$ cat src/rtl/commit_pkg.sv
// commit_pkg: shared entry-buffer types, unit codes and commit helpers
package commit_pkg;
  localparam int BUF_SIZE = 8;
  localparam int BUF_SIZE_LOG = 3;
  typedef logic [BUF_SIZE_LOG-1:0] index_t;
  typedef logic [5:0] tag_t;
  typedef logic [2:0] unit_t;
  localparam unit_t U_ALU = 3'd0;
  localparam unit_t U_BRANCH = 3'd1;
  localparam unit_t U_LOAD = 3'd2;
  localparam unit_t U_STORE = 3'd3;
  typedef enum logic [1:0] {S_NOT_USED, S_WAITING, S_EXECUTED} e_state_t;
  typedef enum logic [1:0] {RWMM_WORD, RWMM_HALF, RWMM_BYTE} rwmm_t;
  typedef struct packed {
    e_state_t    e_state;
    unit_t       unit;
    logic [4:0]  dest;
    logic [31:0] result;
    logic [31:0] vk;
    rwmm_t       rwmm;
    tag_t        tag;
    logic [5:0]  speculative_tag;
    logic [5:0]  specific_speculative_tag;
  } entry_t;
  // executed and every speculative bit is either its own or released by an older retiring branch
  function automatic logic committable(entry_t e, logic [5:0] released);
    return e.e_state == S_EXECUTED && (e.speculative_tag & ~(e.specific_speculative_tag | released)) == '0;
  endfunction
endpackage

$ cat src/rtl/commit_oldest_pair_finder.sv
// oldest_pair_finder: linear scan returning the largest and second-largest tag among unmasked live entries
module oldest_pair_finder
  import commit_pkg::*;
(
  input  entry_t             entries [BUF_SIZE],
  input  logic [BUF_SIZE-1:0] mask,
  output logic               h_valid,
  output index_t             h_index,
  output tag_t               h_tag,
  output logic               s_valid,
  output index_t             s_index,
  output tag_t               s_tag
);
  // a new maximum demotes the current head to second place
  always_comb begin
    h_valid = 1'b0;
    h_index = '0;
    h_tag = '0;
    s_valid = 1'b0;
    s_index = '0;
    s_tag = '0;
    for (int i = 0; i < BUF_SIZE; i++)
      if (entries[i].e_state != S_NOT_USED && !mask[i]) begin
        if (!h_valid || entries[i].tag > h_tag) begin
          s_valid = h_valid;
          s_index = h_index;
          s_tag = h_tag;
          h_valid = 1'b1;
          h_index = index_t'(i);
          h_tag = entries[i].tag;
        end else if (!s_valid || entries[i].tag > s_tag) begin
          s_valid = 1'b1;
          s_index = index_t'(i);
          s_tag = entries[i].tag;
        end
      end
  end
endmodule

$ cat src/rtl/commit.sv
// commit: retires up to two oldest executed entries per cycle, performs stores via req/ack
module commit
  import commit_pkg::*;
#(
  parameter int STORE_ACK_TIMEOUT = 255
) (
  input  logic              clk,
  input  logic              rst_n,
  input  entry_t            entries_all [BUF_SIZE],
  output logic [1:0]        reg_we,
  output logic [1:0][4:0]   reg_waddr,
  output logic [1:0][31:0]  reg_wdata,
  output logic [1:0]        free_valid,
  output index_t [1:0]      free_index,
  output logic [5:0]        spectag_clear,
  output logic              mem_req,
  output logic [31:0]       mem_addr,
  output logic [31:0]       mem_wdata,
  output rwmm_t             mem_rwmm,
  input  logic              mem_ack,
  output logic              store_retired,
  output logic              commit_error,
  output logic [31:0]       retire_count
);
  typedef enum logic {RUN, ST_WAIT} state_t;
  state_t state, state_n;
  logic [BUF_SIZE-1:0] mask, mask_n;
  index_t store_idx, store_idx_n;
  logic [15:0] timer, timer_n;
  logic [1:0] reg_we_n, free_valid_n;
  logic [1:0][4:0] reg_waddr_n;
  logic [1:0][31:0] reg_wdata_n;
  index_t [1:0] free_index_n;
  logic [5:0] spectag_clear_n, h_clear;
  logic mem_req_n, store_retired_n, commit_error_n, h_ok, s_ok;
  logic [31:0] mem_addr_n, mem_wdata_n, retire_count_n;
  rwmm_t mem_rwmm_n;
  logic h_valid, s_valid;
  index_t h_index, s_index;
  tag_t h_tag, s_tag;
  oldest_pair_finder u_finder (
    .entries(entries_all),
    .mask(mask),
    .h_valid(h_valid),
    .h_index(h_index),
    .h_tag(h_tag),
    .s_valid(s_valid),
    .s_index(s_index),
    .s_tag(s_tag)
  );
  assign h_clear = entries_all[h_index].unit == U_BRANCH ? entries_all[h_index].specific_speculative_tag : '0;
  assign h_ok = h_valid && committable(entries_all[h_index], '0);
  assign s_ok = s_valid && s_tag < h_tag && entries_all[s_index].unit != U_STORE && committable(entries_all[s_index], h_clear);
  // next-state and next-output decision; pulses default to zero, store payload defaults to held
  always_comb begin
    state_n = state;
    mask_n = '0;
    store_idx_n = store_idx;
    timer_n = timer;
    reg_we_n = '0;
    reg_waddr_n = '0;
    reg_wdata_n = '0;
    free_valid_n = '0;
    free_index_n = '0;
    spectag_clear_n = '0;
    mem_req_n = mem_req;
    mem_addr_n = mem_addr;
    mem_wdata_n = mem_wdata;
    mem_rwmm_n = mem_rwmm;
    store_retired_n = 1'b0;
    commit_error_n = commit_error;
    if (state == RUN) begin
      if (h_ok && entries_all[h_index].unit == U_STORE) begin
        state_n = ST_WAIT;
        mem_req_n = 1'b1;
        mem_addr_n = entries_all[h_index].result;
        mem_wdata_n = entries_all[h_index].vk;
        mem_rwmm_n = entries_all[h_index].rwmm;
        store_idx_n = h_index;
        timer_n = '0;
      end else if (h_ok) begin
        reg_we_n[0] = entries_all[h_index].dest != '0;
        reg_waddr_n[0] = entries_all[h_index].dest;
        reg_wdata_n[0] = entries_all[h_index].result;
        free_valid_n[0] = 1'b1;
        free_index_n[0] = h_index;
        mask_n[h_index] = 1'b1;
        spectag_clear_n = h_clear;
        if (s_ok) begin
          reg_we_n[1] = entries_all[s_index].dest != '0;
          reg_waddr_n[1] = entries_all[s_index].dest;
          reg_wdata_n[1] = entries_all[s_index].result;
          free_valid_n[1] = 1'b1;
          free_index_n[1] = s_index;
          mask_n[s_index] = 1'b1;
          spectag_clear_n = h_clear | (entries_all[s_index].unit == U_BRANCH ? entries_all[s_index].specific_speculative_tag : '0);
        end
      end
    end else if (mem_ack) begin
      state_n = RUN;
      mem_req_n = 1'b0;
      free_valid_n[0] = 1'b1;
      free_index_n[0] = store_idx;
      mask_n[store_idx] = 1'b1;
      store_retired_n = 1'b1;
    end else begin
      timer_n = timer == 16'(STORE_ACK_TIMEOUT) ? timer : timer + 16'd1;
      commit_error_n = commit_error | (timer_n == 16'(STORE_ACK_TIMEOUT));
    end
    retire_count_n = retire_count + 32'(free_valid_n[0]) + 32'(free_valid_n[1]);
  end
  // register state and every output
  always_ff @(posedge clk or negedge rst_n)
    if (!rst_n) begin
      state <= RUN;
      mask <= '0;
      store_idx <= '0;
      timer <= '0;
      reg_we <= '0;
      reg_waddr <= '0;
      reg_wdata <= '0;
      free_valid <= '0;
      free_index <= '0;
      spectag_clear <= '0;
      mem_req <= 1'b0;
      mem_addr <= '0;
      mem_wdata <= '0;
      mem_rwmm <= RWMM_WORD;
      store_retired <= 1'b0;
      commit_error <= 1'b0;
      retire_count <= '0;
    end else begin
      state <= state_n;
      mask <= mask_n;
      store_idx <= store_idx_n;
      timer <= timer_n;
      reg_we <= reg_we_n;
      reg_waddr <= reg_waddr_n;
      reg_wdata <= reg_wdata_n;
      free_valid <= free_valid_n;
      free_index <= free_index_n;
      spectag_clear <= spectag_clear_n;
      mem_req <= mem_req_n;
      mem_addr <= mem_addr_n;
      mem_wdata <= mem_wdata_n;
      mem_rwmm <= mem_rwmm_n;
      store_retired <= store_retired_n;
      commit_error <= commit_error_n;
      retire_count <= retire_count_n;
    end
endmodule

$ cat config.mk
export PLATFORM = sky130hd
export DESIGN_NAME = commit
export DESIGN_NICKNAME = d
export VERILOG_FILES = /design/src/rtl/commit_pkg.sv /design/src/rtl/commit_oldest_pair_finder.sv /design/src/rtl/commit.sv
export SDC_FILE = /design/constraint.sdc
export NUM_CORES = 1
export LEC_CHECK = 0
export ABC_AREA = 1
export CORE_AREA = 2 2 366 368
export CTS_BUF_LIST = sky130_fd_sc_hd__clkbuf_16
export DETAILED_ROUTE_END_ITERATION = 10
export DIE_AREA = 0 0 368 370
export GPL_TIMING_DRIVEN = 0
export PLACE_DENSITY = 0.49
export SYNTH_ARGS = -nofsm -noshare
export SYNTH_HDL_FRONTEND = slang
export SYNTH_SLANG_ARGS = --single-unit
$ cat constraint.sdc
create_clock -name clk -period 25.7 [get_ports clk]
set_input_delay 3.855 -clock clk [delete_from_list [all_inputs] [get_ports clk]]
set_output_delay 3.855 -clock clk [all_outputs]
set_load 0.1 [all_outputs]
==> flow_metrics.tcl <==
# yosys + openroad results
set metrics [dict create \
    crit_type "input pin to flop" \
    achievable-frequency_mhz 42.35 \
    antenna_found_initial 41 \
    die.size.x_um 368 \
    run_status "completed" \
    grt_start_max_net_pins 85 \
    cell_total_in_the_yosys_stat_output 2916 \
    cts.reportedPaths.clkPinSlew_ns 0.05 \
    post_synth_inst_count 2916 \
    finalWeightedCongestion 0.9777 \
    critical_path.max_stage_delay_ns 0.59 \
    syn2layout_area_growth_pct 66.15 \
    hold_path_end "commit_error$_DFFE_PN0P_" \
    instances_no_fill 5705 \
    clock-root-buffer "clkbuf_16" \
    worst_ep_required_time_ns 26.16 \
    critical_path.reg2reg.startpoint "mask[0]$_DFF_PN0_" \
    reg2reg_slack_ns 5.65 \
    postSynthRegisterBits 219 \
    htree_num_levels 2 \
    critical_path.slowest_cell "clkdlybuf4s50_1" \
    clock_tree_from_tritoncts "yes" \
    timing.hold.worst_path_depth 1 \
    chip_area_um2 136200 \
    num_rows 134 \
    synth_largest_type_area_fraction 0.2786 \
    pre_cts_ws_ns -0.4228 \
    number_of_clock_buffers_inserted_by_tritoncts 35 \
    fp_nets 3757 \
    core_area_um2 132500 \
    insertion_delay_ns 0.59 \
    totalNegativeSetupSlack_ns 0 \
    ranking_of_synthesized_cells_by_instance_count "685 x nand2_1, 296 x nor2_1, 270 x inv_1" \
    drt_drc_violations_left 0 \
    postSynthAreaPerCell_um2 6.746 \
    synth-edff-count 0 \
    reg_to_reg_critical_path_endpoint "retire_count[30]$_DFF_PN0_" \
    worst_r2r_path_depth 101 \
    ys_flop_type "dfrtp_1" \
    grt_pass1_vias 26330 \
    viasPerCell 4.733 \
    detailedRoute.firstPassIterationCount 9 \
    yosys_warning_total 0 \
    place.detailed.hpwl_mm 137.2 \
    dp_cells 5634 \
    post-synth-top-count-cell "nand2_1" \
    layout_setup_ws_ns 2.088 \
    synthDistinctLibCells 62 \
    cts.sink_count 219 \
    critPathCaptureType "flop" \
    setup_viol 0 \
    wire_length_of_the_first_global_routing_pass_mm 221.7 \
    layout_min_cycle_time_ns 23.61 \
    synth_area_leader_cell "dfrtp_1" \
    hold_path_startpoint "commit_error$_DFFE_PN0P_" \
    utilization 0.2468 \
    slew_at_the_pin_with_the_worst_max_slew_slack_ns 1.464 \
    final-hold-violation-count 0 \
    ioPinCount 946 \
    mappedNetlistArea_um2 19670 \
    final_nets 4744 \
    critPathMostFrequentCell "nand2_1" \
    die_h_um 370 \
    cp_max_fo 10 \
    antenna_left 0 \
    rsz0062_at_grt "no" \
    timing.critical_path.from_type "input pin" \
    yosys-top-cells-area "dfrtp_1 28%, nand2_1 13%, o22ai_1 7.7%" \
    relSlewSlack 0.02413 \
    final_layout_size_suffix_gt1_frac 0.07459 \
    floorplan.initialDensity 0.1485 \
    cts-root-to-sink-buffers 3 \
    fin_crit_sh 0.9187 \
    synth_seq_share 0.2786 \
    grt_overflow 0 \
    port-buffer-count 945 \
    final-max-slew-violation-count 0 \
    synth_async_sr_flop_share 1.000 \
    synth.yosys.chip_area_um2 19670 \
    worstPathArrival_ns 24.07 \
    warnings 26 \
    first_iter_violations 3022 \
    min_path_type "flop to flop" \
    maxCapViolations 0 \
    skew_final_ns 0.03075 \
]
==> state kept, by name, summed over array words and instances (netlist names), 2 cells and up <==
signal	cells
reg_we	2
timer	16
mem_addr	32
mem_wdata	32
mem_rwmm	2
spectag_clear	6
retire_count	32
reg_wdata	64
free_valid	2
mask	8
reg_waddr	10
free_index	6
store_idx	3
==> layout make-up <==
class | count | area, um2
diodes | 9 | 22.52
plain buffers | 151 | 726.9
clock buffers | 35 | 875.8
clock inverters | 27 | 304.0
fillers | 14790 | 99770
inverters | 293 | 1105
multi-input cells | 2251 | 12380
flip-flops and latches | 219 | 5480
well taps | 1768 | 2212
repair buffers | 952 | 9574
==> critical path, delay by kind of cell <==
kind                       cells  cell delay [ns]
AOI/OAI and AO/OA             17             3.95
xor gates and xnor gates       1             0.14
adders and majority gates     10             3.21
buffers and inverters         19             4.98
and+or+nand+nor               56             7.91
==> stage by stage <==
stage / cell area, um2 / hold slack (ns)
final: 32680 / 0.4695
after CTS: 32640 / 0.4772
after global routing: 32670 / 0.5033
after floorplan: 19670 / 0.4673
after global placement: 31340 / 0.4561
after detailed placement: 31460 / 0.4593
==> cells by family after synthesis <==
family	synth area share
AOI/OAI and AO/OA	0.2439
xor gates and xnor gates	0.01514
adders and majority gates	0.05509
buffers and inverters	0.09261
DFF	0.2786
muxes	0.003435
and+or+nand+nor	0.3112
==> placed cells by master, fill, tap and decap left out, types with 37 or more instances in the layout <==
master and instances:
clkbuf_1 63, buf_2 38, nand3_1 157, clkdlybuf4s50_1 944, nand2_1 685, nor3_1 37, nand4_1 37, ha_1 85
or2_2 38, o21ai_0 218, inv_1 271, a21oi_1 62, nor2_1 296, o22ai_1 242, dfrtp_1 219, nor2_2 45
==> worst max-delay path by stage <==
stage / startpoint / endpoint / depth (start not counted)
6_report: entries_all[751] / retire_count[30]$_DFF_PN0_ / 103
5_1_grt: entries_all[750] / retire_count[30]$_DFF_PN0_ / 102
4_1_cts: entries_all[750] / retire_count[30]$_DFF_PN0_ / 103
3_5_place_dp: entries_all[750] / retire_count[30]$_DFF_PN0_ / 103
3_3_place_gp: entries_all[750] / retire_count[30]$_DFF_PN0_ / 104
2_1_floorplan: entries_all[750] / retire_count[30]$_DFF_PN0_ / 106
==> per-layer routing <==
metal / vias to the layer above / part of all wire / track usage
met1: 12990 / 0.42 / 0.3053
met3: 332 / 0.096 / 0.06840
met5: - / 0.00061 / 0
met2: 1601 / 0.44 / 0.3742
met4: 18 / 0.035 / 0.06986
li1: 12070 / - / -
==> what timing repair did <==
action,CTS,global route
endpoints found under the setup margin,0,23
resized,0,15
hold buffers,0,0
setup buffers,0,2
Figure 1. Signal wires on met3.
Cells faint in the background.
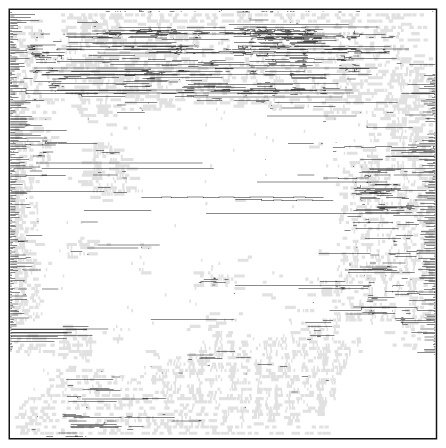
wire length on this layer: 16,100 um
main direction: horizontal

Figure 2. Routed metal per tile.
Bar = 100 um. The die is cut into 37 by 37 equal tiles; white is low, dark blue is high, scaled to the fullest tile. Values are wire area over tile area, all layers added.
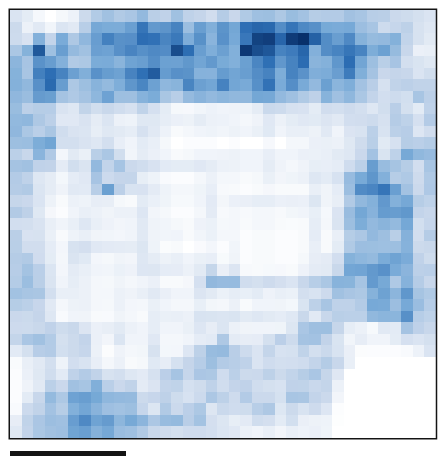
mean over tiles: 0.21
emptiest ninth of the die: middle
tiles over half the peak: 12%
fullest tile: 0.84
routed via count: 27,000
overall global routing resource usage: 0.2348
detailed-route wire length per cell: 29.45 um
Total Routed Length: 168.0 mm

